$ cat src/rtl/mux_arb_pkg.sv
// Shared definitions for the 4-way round-robin mux arbiter.
//   N_REQ   : number of requesters
//   state_t : arbiter FSM states (IDLE = no owner, GRANT = one owner)
//   rr_next : round-robin winner, priority last+1, last+2, last+3, last
//   onehot4 : 2-bit index to one-hot grant vector
package mux_arb_pkg;

  localparam int unsigned N_REQ = 4;

  typedef enum logic {
    IDLE  = 1'b0,
    GRANT = 1'b1
  } state_t;

  // Walks from lowest priority (last itself) to highest (last+1); the final
  // match wins. Returns last when nothing is requesting; callers gate on |req.
  function automatic logic [1:0] rr_next(input logic [N_REQ-1:0] req,
                                         input logic [1:0]       last);
    logic [1:0] idx;
    rr_next = last;
    for (int unsigned k = N_REQ; k > 0; k--) begin
      idx = last + k[1:0];
      if (req[idx]) rr_next = idx;
    end
  endfunction

  function automatic logic [N_REQ-1:0] onehot4(input logic [1:0] w);
    onehot4 = 4'b0001 << w;
  endfunction

endpackage

$ cat src/rtl/mux4x1.sv
// Existing 4:1 mux cell.
//   i0..i3 : data inputs
//   s1, s0 : select (s1 = MSB)
//   out    : selected input
module MUX4X1 (
  input  logic i0,
  input  logic i1,
  input  logic i2,
  input  logic i3,
  input  logic s1,
  input  logic s0,
  output logic out
);

  always_comb begin
    out = 1'b0;
    case ({s1, s0})
      2'b00: out = i0;
      2'b01: out = i1;
      2'b10: out = i2;
      2'b11: out = i3;
      default: out = 1'b0;
    endcase
  end

endmodule

$ cat src/rtl/mux4_rr_arbiter.sv
// Round-robin arbiter that owns a shared 4:1 mux.
//   clk      : clock, rising edge
//   reset    : synchronous active-high reset
//   req[3:0] : per-requester request, held while the mux is needed
//   din[3:0] : per-requester data bit (mux inputs)
//   gnt[3:0] : registered one-hot grant
//   sel1/0   : registered mux select, holds while idle
//   valid    : registered, equals |gnt
//   dout     : mux output gated by valid
// An owner keeps the mux for at most HOLD_MAX consecutive cycles, then the
// arbiter re-arbitrates with the owner ranked last.
module mux4_rr_arbiter
  import mux_arb_pkg::*;
#(
  parameter int unsigned HOLD_MAX = 8
) (
  input  logic             clk,
  input  logic             reset,
  input  logic [N_REQ-1:0] req,
  input  logic [N_REQ-1:0] din,
  output logic [N_REQ-1:0] gnt,
  output logic             sel1,
  output logic             sel0,
  output logic             valid,
  output logic             dout
);

  state_t           state_q, state_d;
  logic [N_REQ-1:0] gnt_q, gnt_d;
  logic [1:0]       sel_q, sel_d;
  logic [1:0]       last_q, last_d;
  logic [7:0]       cnt_q, cnt_d;
  logic             valid_q;
  logic [1:0]       winner;
  logic             mux_out;

  // Owner is always last after a grant, so the same priority walk makes the
  // current owner rank last on timeout and re-grants it when alone.
  assign winner = rr_next(req, last_q);

  always_comb begin
    state_d = state_q;
    gnt_d   = gnt_q;
    sel_d   = sel_q;
    last_d  = last_q;
    cnt_d   = cnt_q;
    unique case (state_q)
      IDLE: begin
        if (|req) begin
          state_d = GRANT;
          gnt_d   = onehot4(winner);
          sel_d   = winner;
          last_d  = winner;
          cnt_d   = '0;
        end else begin
          gnt_d = '0;
        end
      end
      GRANT: begin
        if (req[sel_q] && (cnt_q != 8'(HOLD_MAX - 1))) begin
          cnt_d = cnt_q + 8'd1;
        end else if (|req) begin
          gnt_d  = onehot4(winner);
          sel_d  = winner;
          last_d = winner;
          cnt_d  = '0;
        end else begin
          state_d = IDLE;
          gnt_d   = '0;
          cnt_d   = '0;
        end
      end
      default: state_d = IDLE;
    endcase
  end

  always_ff @(posedge clk) begin
    if (reset) begin
      state_q <= IDLE;
      gnt_q   <= '0;
      sel_q   <= '0;
      last_q  <= 2'd3;
      cnt_q   <= '0;
      valid_q <= 1'b0;
    end else begin
      state_q <= state_d;
      gnt_q   <= gnt_d;
      sel_q   <= sel_d;
      last_q  <= last_d;
      cnt_q   <= cnt_d;
      valid_q <= |gnt_d;
    end
  end

  MUX4X1 u_mux (
    .i0  (din[0]),
    .i1  (din[1]),
    .i2  (din[2]),
    .i3  (din[3]),
    .s1  (sel_q[1]),
    .s0  (sel_q[0]),
    .out (mux_out)
  );

  assign gnt   = gnt_q;
  assign sel1  = sel_q[1];
  assign sel0  = sel_q[0];
  assign valid = valid_q;
  assign dout  = mux_out & valid_q;

endmodule

$ cat config.mk
export PLATFORM = sky130hd
export DESIGN_NAME = mux4_rr_arbiter
export DESIGN_NICKNAME = d
export VERILOG_FILES = /design/src/rtl/mux_arb_pkg.sv /design/src/rtl/mux4x1.sv /design/src/rtl/mux4_rr_arbiter.sv
export SDC_FILE = /design/constraint.sdc
export NUM_CORES = 1
export LEC_CHECK = 0
export CORE_AREA = 2 2 55 57
export CTS_CLUSTER_DIAMETER = 150
export CTS_CLUSTER_SIZE = 20
export DETAILED_ROUTE_END_ITERATION = 8
export DIE_AREA = 0 0 57 59
export SLEW_MARGIN = 20
export SYNTH_ARGS = -nofsm -noshare
export SYNTH_HDL_FRONTEND = slang
export SYNTH_SLANG_ARGS = --single-unit
$ cat constraint.sdc
create_clock -name clk -period 2.4 [get_ports clk]
set_clock_uncertainty 0.15 [all_clocks]
set_input_delay 0.36 -clock clk [delete_from_list [all_inputs] [get_ports clk]]
set_output_delay 0.36 -clock clk [all_outputs]
set_load 0.02 [all_outputs]
==> reports/qor.txt, run 1 <==
Main area contributors -> dfxtp_1 (35%), a21oi_1 (7.2%), nand2_1 (5.0%)
via count -> 990
fin crit share -> 91.3%
total negative slack -> 0 ps
max cap viols -> 0
WP data arrival -> 1680 ps
Top Metal Used -> met4
critical path class -> in2out
synthesized cell area -> 1040 µm²
Root Driver -> clkbuf_4
outcome -> complete, no violations
Peak supply drop -> 0.000278 V
Largest logic family -> simple AND/OR/NAND/NOR gates
combinational gate area -> 617 µm²
die y size -> 59 µm
CTS hold repair buffers -> 0
Post-Syn Instances -> 121
Adder Share, Synth -> 1.20%
Top Ports -> 18
final hold slack -> 331 ps
Seq. cell area -> 362 µm²
Logic inverters -> 2
Remaining Overflow, GRT -> 0
num sequential -> 18
Final Max Tran Viols -> 0
family with the most delay on the worst path -> buffers and inverters
final hold viol count -> 0
Hold Path Origin -> gnt[3]
fraction of area in registers -> 28.5%
Worst-Margin Slew -> 502 ps
critical-path cell list -> clkdlybuf4s50_1, mux4_2, and2_1, dlygate4sd2_1
Synth Net Count -> 132
drt pass-1 iters -> 5
Power Internal -> 495 µW
switching part of the total -> 33.0%
CTS tree -> yes
P_seq -> 352 µW
site row count -> 19
final wirelength -> 2310 µm
Post-synth seq share -> 34.5%
CP startpoint kind -> primary input
mean post-synth cell area -> 8.62 µm²
Figure 1. Gate-type map (run 1).
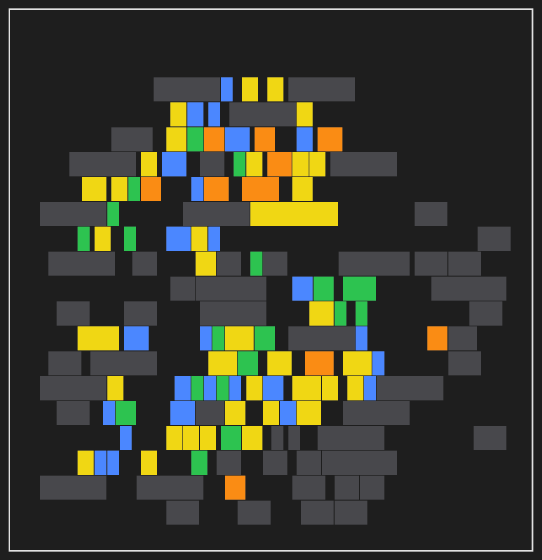
- yellow: aoi and oai cells (cells 36)
- blue: nand cells (cells 25)
- green: nor cells (cells 19)
- orange: and/or cells (cells 10)
final std cells w/o fill: 173
logic share of the area: 48.6%
most frequent logic cell in the layout: dfxtp_1

Figure 2. Cells by drive strength (run 1).
The bar under the picture is 20 µm long.
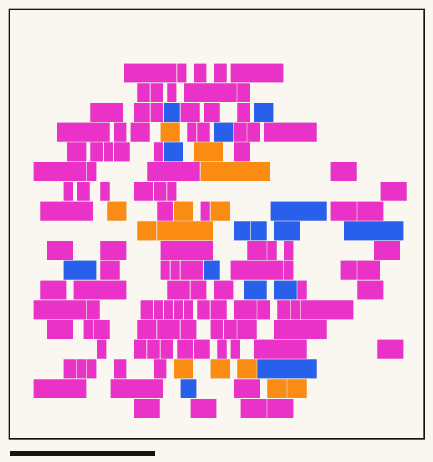
- blue: _2 cells (cells 15; share 11%)
- magenta: _0 and _1 cells (cells 114; share 80%; most used dfxtp_1)
- orange: _3 and _4 cells (cells 13; share 9.2%; most used buf_4)
Syn-to-layout area delta: 21.6%
final worst slack: 209 ps
design area: 1270 µm²
nonclk buf count: 24

Figure 3. Clock network drawn from the DEF (run 1).
The bar under the picture is 20 µm long.
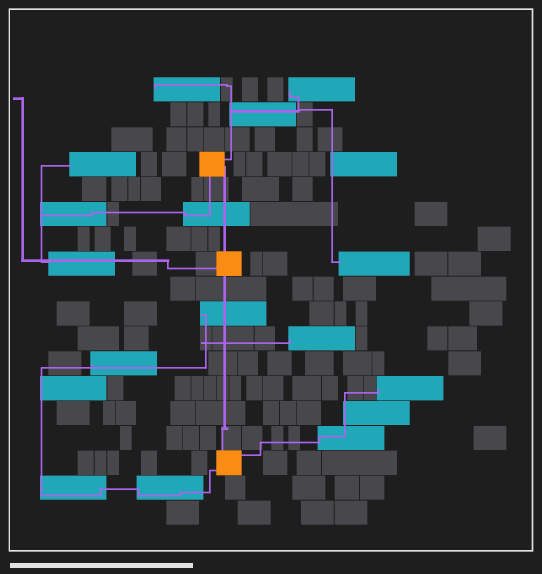
- purple: clock wires (length 264 µm)
- cyan: flip-flops (count 18)
- orange: clock drivers (count 3)
- routed clock nets: 4
clk_lat worst skew: 300 ps
Power Clock: 155 µW
clock power share: 21.0%

## Run 2: what changed since run 1
--- a/config.mk
+++ b/config.mk
@@ -5,12 +5,15 @@
 export SDC_FILE = /design/constraint.sdc
 export NUM_CORES = 1
 export LEC_CHECK = 0
-export CORE_AREA = 2 2 55 57
+export CAP_MARGIN = 10
+export CORE_AREA = 2 2 52 54
+export CTS_BUF_LIST = sky130_fd_sc_hd__clkbuf_4 sky130_fd_sc_hd__clkbuf_8 sky130_fd_sc_hd__clkbuf_16
 export CTS_CLUSTER_DIAMETER = 150
 export CTS_CLUSTER_SIZE = 20
 export DETAILED_ROUTE_END_ITERATION = 8
-export DIE_AREA = 0 0 57 59
+export DIE_AREA = 0 0 54 56
 export SLEW_MARGIN = 20
 export SYNTH_ARGS = -nofsm -noshare
 export SYNTH_HDL_FRONTEND = slang
+export SYNTH_HIERARCHICAL = 1
 export SYNTH_SLANG_ARGS = --single-unit
Figure 4. Clock network drawn from the DEF (run 2).
The bar under the picture is 20 µm long.
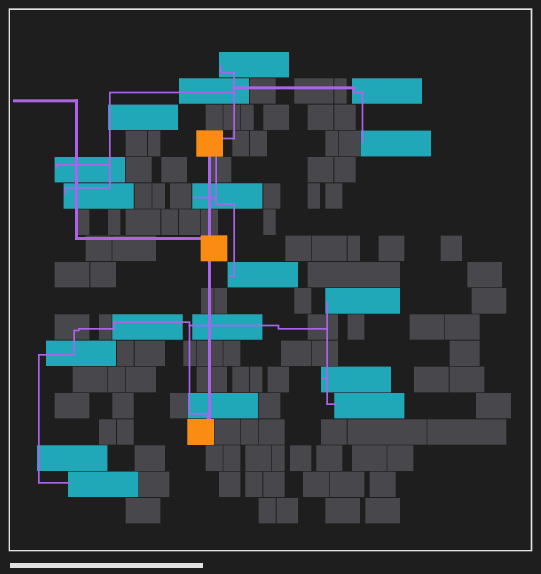
clk_lat worst skew: 290 ps
Power Clock: 147 µW
clock power share: 21.3%

Figure 5. Gate-type map (run 2).
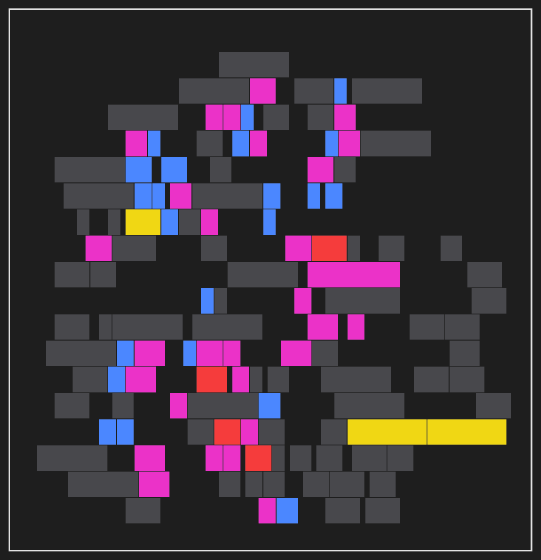
- magenta: aoi and oai cells (cells 29)
- red: non-inverting ao/oa cells (cells 4)
- blue: nand cells (cells 22)
- yellow: mux cells (cells 3)

Figure 6. Where the registers sit (run 2).
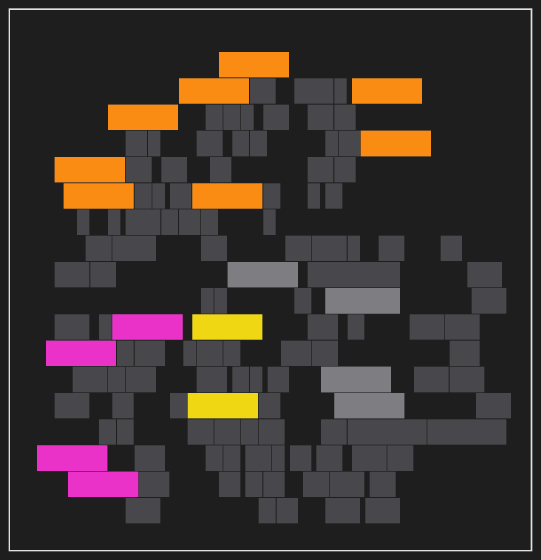
- magenta: `gnt` (sequential cells 4; where bottom left)
- yellow: `last_q` (sequential cells 2)
- orange: `cnt_q` (sequential cells 8)
- not coloured: 4

==> reports/qor.txt, run 2 <==
num sequential -> 18
Root Driver -> clkbuf_4
reg2reg path depth -> 4
met1 wire length -> 957 µm
Worst-Margin Slew -> 632 ps
design area -> 1190 µm²
Remaining Overflow, GRT -> 0
CP startpoint kind -> primary input
total negative slack -> 0 ps
Post-synth seq share -> 38.8%
outcome -> complete, no violations
Top Ports -> 18
site row count -> 18
mean post-synth cell area -> 9.03 µm²
fraction of area in registers -> 30.5%
Post-Syn Instances -> 103
Peak supply drop -> 0.000373 V
critical-path cell list -> clkdlybuf4s50_1, mux4_2, and2_1, dlygate4sd2_1
final wirelength -> 2120 µm
max cap viols -> 0
Final Max Tran Viols -> 0
Power Internal -> 480 µW
fin crit share -> 92.9%
Reg clk slew, reported paths -> 100 ps
Largest logic family -> AND-OR/OR-AND gates
drt pass-1 iters -> 4
Hold Path Origin -> cnt_q[7]
fin crit period -> 2230 ps
Synth Net Count -> 114
CTS tree -> yes
Yosys warnings -> 6
nonclk buf count -> 24
critical path class -> in2out
most frequent logic cell in the layout -> dfxtp_1
CTS hold repair buffers -> 0
WP data arrival -> 1720 ps
cell accounting for the most synthesized area -> dfxtp_1
synthesized cell area -> 930 µm²
P_seq -> 348 µW
final worst slack -> 170 ps
switching part of the total -> 30.8%
Main area contributors -> dfxtp_1 (39%), nand3_1 (4.8%), mux4_2 (4.8%)
final std cells w/o fill -> 156
largest class -> multi-input combinational cells
final hold slack -> 345 ps
family with the most delay on the worst path -> buffers and inverters
combinational gate area -> 536 µm²
Adder Share, Synth -> 1.35%
Logic inverters -> 2
Top Metal Used -> met4
No activity file was given, so power comes from the tool's default toggle rates.
